[src/rtl/apb_bus_arbiter.sv]
// Two-master arbiter for the core's single APB-like bus: fetch (read-only) and load/store.
// Load/store wins by default; a starvation counter forces fetch through; access phase can time out.
module apb_bus_arbiter #(
   parameter int STARVE_LIMIT = 4,
   parameter int TIMEOUT      = 256,
   parameter int CNT_W        = 9
) (
   input  logic        clk,
   input  logic        rst,
   input  logic        fetch_req,
   input  logic [31:0] fetch_addr,
   output logic        fetch_done,
   input  logic        lsu_req,
   input  logic [31:0] lsu_addr,
   input  logic        lsu_write,
   input  logic [31:0] lsu_wdata,
   output logic        lsu_done,
   output logic [31:0] resp_rdata,
   output logic        resp_err,
   output logic [31:0] addr,
   output logic        select,
   output logic        enable,
   output logic        write,
   output logic [31:0] wdata,
   input  logic [31:0] rdata,
   input  logic        ready
);

   localparam int                SW         = $clog2(STARVE_LIMIT + 1);
   localparam logic [SW-1:0]     STARVE_MAX = SW'(STARVE_LIMIT);
   localparam logic [CNT_W-1:0]  TO_LAST    = CNT_W'((TIMEOUT > 0) ? TIMEOUT - 1 : 0);
   localparam bit                TO_EN      = (TIMEOUT != 0);

   typedef enum logic [1:0] {IDLE, SETUP, ACCESS, RESP} state_t;

   state_t           state_q, state_d;
   logic             owner_fetch_q, owner_fetch_d;
   logic [SW-1:0]    starve_q, starve_d;
   logic [CNT_W-1:0] cnt_q, cnt_d;
   logic [31:0]      addr_q, addr_d;
   logic [31:0]      wdata_q, wdata_d;
   logic [31:0]      rdata_q, rdata_d;
   logic             write_q, write_d;
   logic             select_q, select_d;
   logic             enable_q, enable_d;
   logic             fetch_done_q, fetch_done_d;
   logic             lsu_done_q, lsu_done_d;
   logic             err_q, err_d;
   logic             grant_fetch;
   logic             finish_xfer;

   // Fetch wins when it is alone, or when load/store has had its quota of back-to-back grants.
   always_comb begin
      grant_fetch = fetch_req && (!lsu_req || (starve_q == STARVE_MAX));
   end

   always_comb begin
      state_d       = state_q;
      owner_fetch_d = owner_fetch_q;
      starve_d      = starve_q;
      cnt_d         = cnt_q;
      addr_d        = addr_q;
      wdata_d       = wdata_q;
      rdata_d       = rdata_q;
      write_d       = write_q;
      select_d      = select_q;
      enable_d      = enable_q;
      fetch_done_d  = 1'b0;
      lsu_done_d    = 1'b0;
      err_d         = err_q;
      finish_xfer   = 1'b0;

      case (state_q)
         IDLE: begin
            if (fetch_req || lsu_req) begin
               owner_fetch_d = grant_fetch;
               addr_d        = grant_fetch ? fetch_addr : lsu_addr;
               write_d       = !grant_fetch && lsu_write;
               wdata_d       = grant_fetch ? 32'h0 : lsu_wdata;
               if (grant_fetch) begin
                  starve_d = '0;
               end else if (fetch_req && (starve_q != STARVE_MAX)) begin
                  starve_d = starve_q + SW'(1);
               end
               select_d = 1'b1;
               enable_d = 1'b0;
               state_d  = SETUP;
            end
         end
         SETUP: begin
            enable_d = 1'b1;
            cnt_d    = '0;
            state_d  = ACCESS;
         end
         ACCESS: begin
            if (ready) begin
               rdata_d     = write_q ? 32'h0 : rdata;
               err_d       = 1'b0;
               finish_xfer = 1'b1;
            end else if (TO_EN && (cnt_q == TO_LAST)) begin
               rdata_d     = 32'h0;
               err_d       = 1'b1;
               finish_xfer = 1'b1;
            end else begin
               cnt_d = cnt_q + CNT_W'(1);
            end
            if (finish_xfer) begin
               select_d     = 1'b0;
               enable_d     = 1'b0;
               fetch_done_d = owner_fetch_q;
               lsu_done_d   = !owner_fetch_q;
               state_d      = RESP;
            end
         end
         RESP: begin
            // Requests are deliberately not looked at here; a still-held req is re-arbitrated in IDLE.
            state_d = IDLE;
         end
         default: begin
            state_d  = IDLE;
            select_d = 1'b0;
            enable_d = 1'b0;
         end
      endcase
   end

   always_ff @(posedge clk or posedge rst) begin
      if (rst) begin
         state_q       <= IDLE;
         owner_fetch_q <= 1'b0;
         starve_q      <= '0;
         cnt_q         <= '0;
         addr_q        <= 32'h0;
         wdata_q       <= 32'h0;
         rdata_q       <= 32'h0;
         write_q       <= 1'b0;
         select_q      <= 1'b0;
         enable_q      <= 1'b0;
         fetch_done_q  <= 1'b0;
         lsu_done_q    <= 1'b0;
         err_q         <= 1'b0;
      end else begin
         state_q       <= state_d;
         owner_fetch_q <= owner_fetch_d;
         starve_q      <= starve_d;
         cnt_q         <= cnt_d;
         addr_q        <= addr_d;
         wdata_q       <= wdata_d;
         rdata_q       <= rdata_d;
         write_q       <= write_d;
         select_q      <= select_d;
         enable_q      <= enable_d;
         fetch_done_q  <= fetch_done_d;
         lsu_done_q    <= lsu_done_d;
         err_q         <= err_d;
      end
   end

   assign addr       = addr_q;
   assign wdata      = wdata_q;
   assign write      = write_q;
   assign select     = select_q;
   assign enable     = enable_q;
   assign fetch_done = fetch_done_q;
   assign lsu_done   = lsu_done_q;
   assign resp_rdata = rdata_q;
   assign resp_err   = err_q;

endmodule
[config.mk]
export PLATFORM = sky130hd
export DESIGN_NAME = apb_bus_arbiter
export DESIGN_NICKNAME = d
export VERILOG_FILES = /design/src/rtl/apb_bus_arbiter.sv
export SDC_FILE = /design/constraint.sdc
export NUM_CORES = 1
export LEC_CHECK = 0
export CAP_MARGIN = 20
export CORE_AREA = 2 2 110 112
export DETAILED_ROUTE_END_ITERATION = 8
export DIE_AREA = 0 0 112 114
export PLACE_DENSITY = 0.87
export SLEW_MARGIN = 20
export SYNTH_ARGS = -nofsm -noshare
export SYNTH_HDL_FRONTEND = slang
export SYNTH_SLANG_ARGS = --single-unit
[constraint.sdc]
create_clock -name clk -period 5.85 [get_ports clk]
set_input_delay 0.8775 -clock clk [delete_from_list [all_inputs] [get_ports clk]]
set_output_delay 0.8775 -clock clk [all_outputs]
set_load 0.05 [all_outputs]
Fig. 1: wiring heat map
The bar under the picture is 20 um long. 22 x 23 tiles, from black (low) to pale yellow (high), scaled to the fullest tile. Values are wire area over tile area, all layers added.
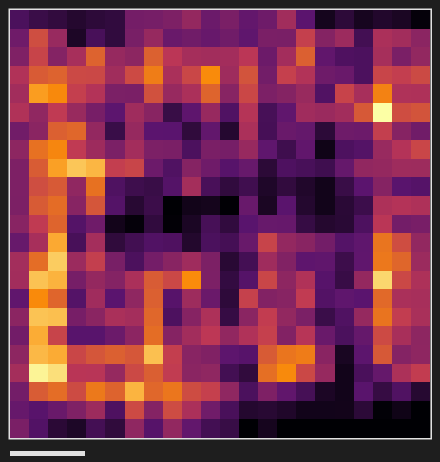
3.2% of the tiles are nearly empty. The fullest tile reaches 0.56. 24% of the tiles are over half the peak. The mean over all tiles is 0.20.
total number of vias: 4992
WL final: 15700 um

Fig. 2: M1 wires
The bar under the picture is 20 um long.
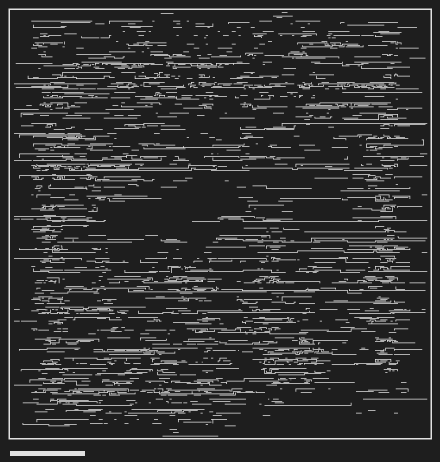
789 nets have wire on it. The layer carries 6240 um of wire. The layer holds 40% of the routed length. The longest straight run is 38.6 um. The wires run mostly horizontal.
GR Util met1: 29.2%

==> qor.txt <==
Status -> finished, final reports clean
Clock skew -> 0.00804 ns
FF-to-FF End -> cnt_q[7]
Hold endpoint -> resp_rdata[12]
Post-synth cell types -> 35
Adders+Majority by Area -> 1.95%
Logic area -> 2040 sq um
Fin worst setup slack -> 3.21 ns
Die Y -> 114 um
Number of global-route vias before repair -> 4975
WP data required -> 6.16 ns
Basic Gates by Area -> 21.6%
GPL Wtd Cong -> 0.831
Seq share, synth -> 56.9%
Top cell excl fill/tap -> clkdlybuf4s50_1
VDD IR max -> 0.393 mV
Via-per-instance ratio -> 5.30
Slew HR -> 43.4%
Final TNS setup -> 0 ns
Slowest stage delay, CP -> 0.65 ns
Dpl hpwl -> 10900 um
Hold depth -> 2
Non-clock buffer count -> 240
Yosys stat area -> 5140 sq um
Reg2reg setup slack -> 3.37 ns
Latest clock arrival within the worst-skew pair -> 0.40 ns
Grt met2 use -> 42.2%
Worst path depth -> 6
Synthesized Nets -> 712
Grt total ovfl -> 0
Nets -> 924
Commonest non-fill, non-tap cells in the layout -> clkdlybuf4s50_1 (235), nand2_1 (205), dfrtp_1 (117)
Post-synthesis instance total -> 570
Fraction of area in clock buffers and inverters -> 7.35%
Cell repeated most along the worst path -> buf_4
Critical path's slowest cell -> o21ai_4
Cell area leaders -> dfrtp_1 (57%), nand2_1 (15%), o21ai_1 (5.4%)
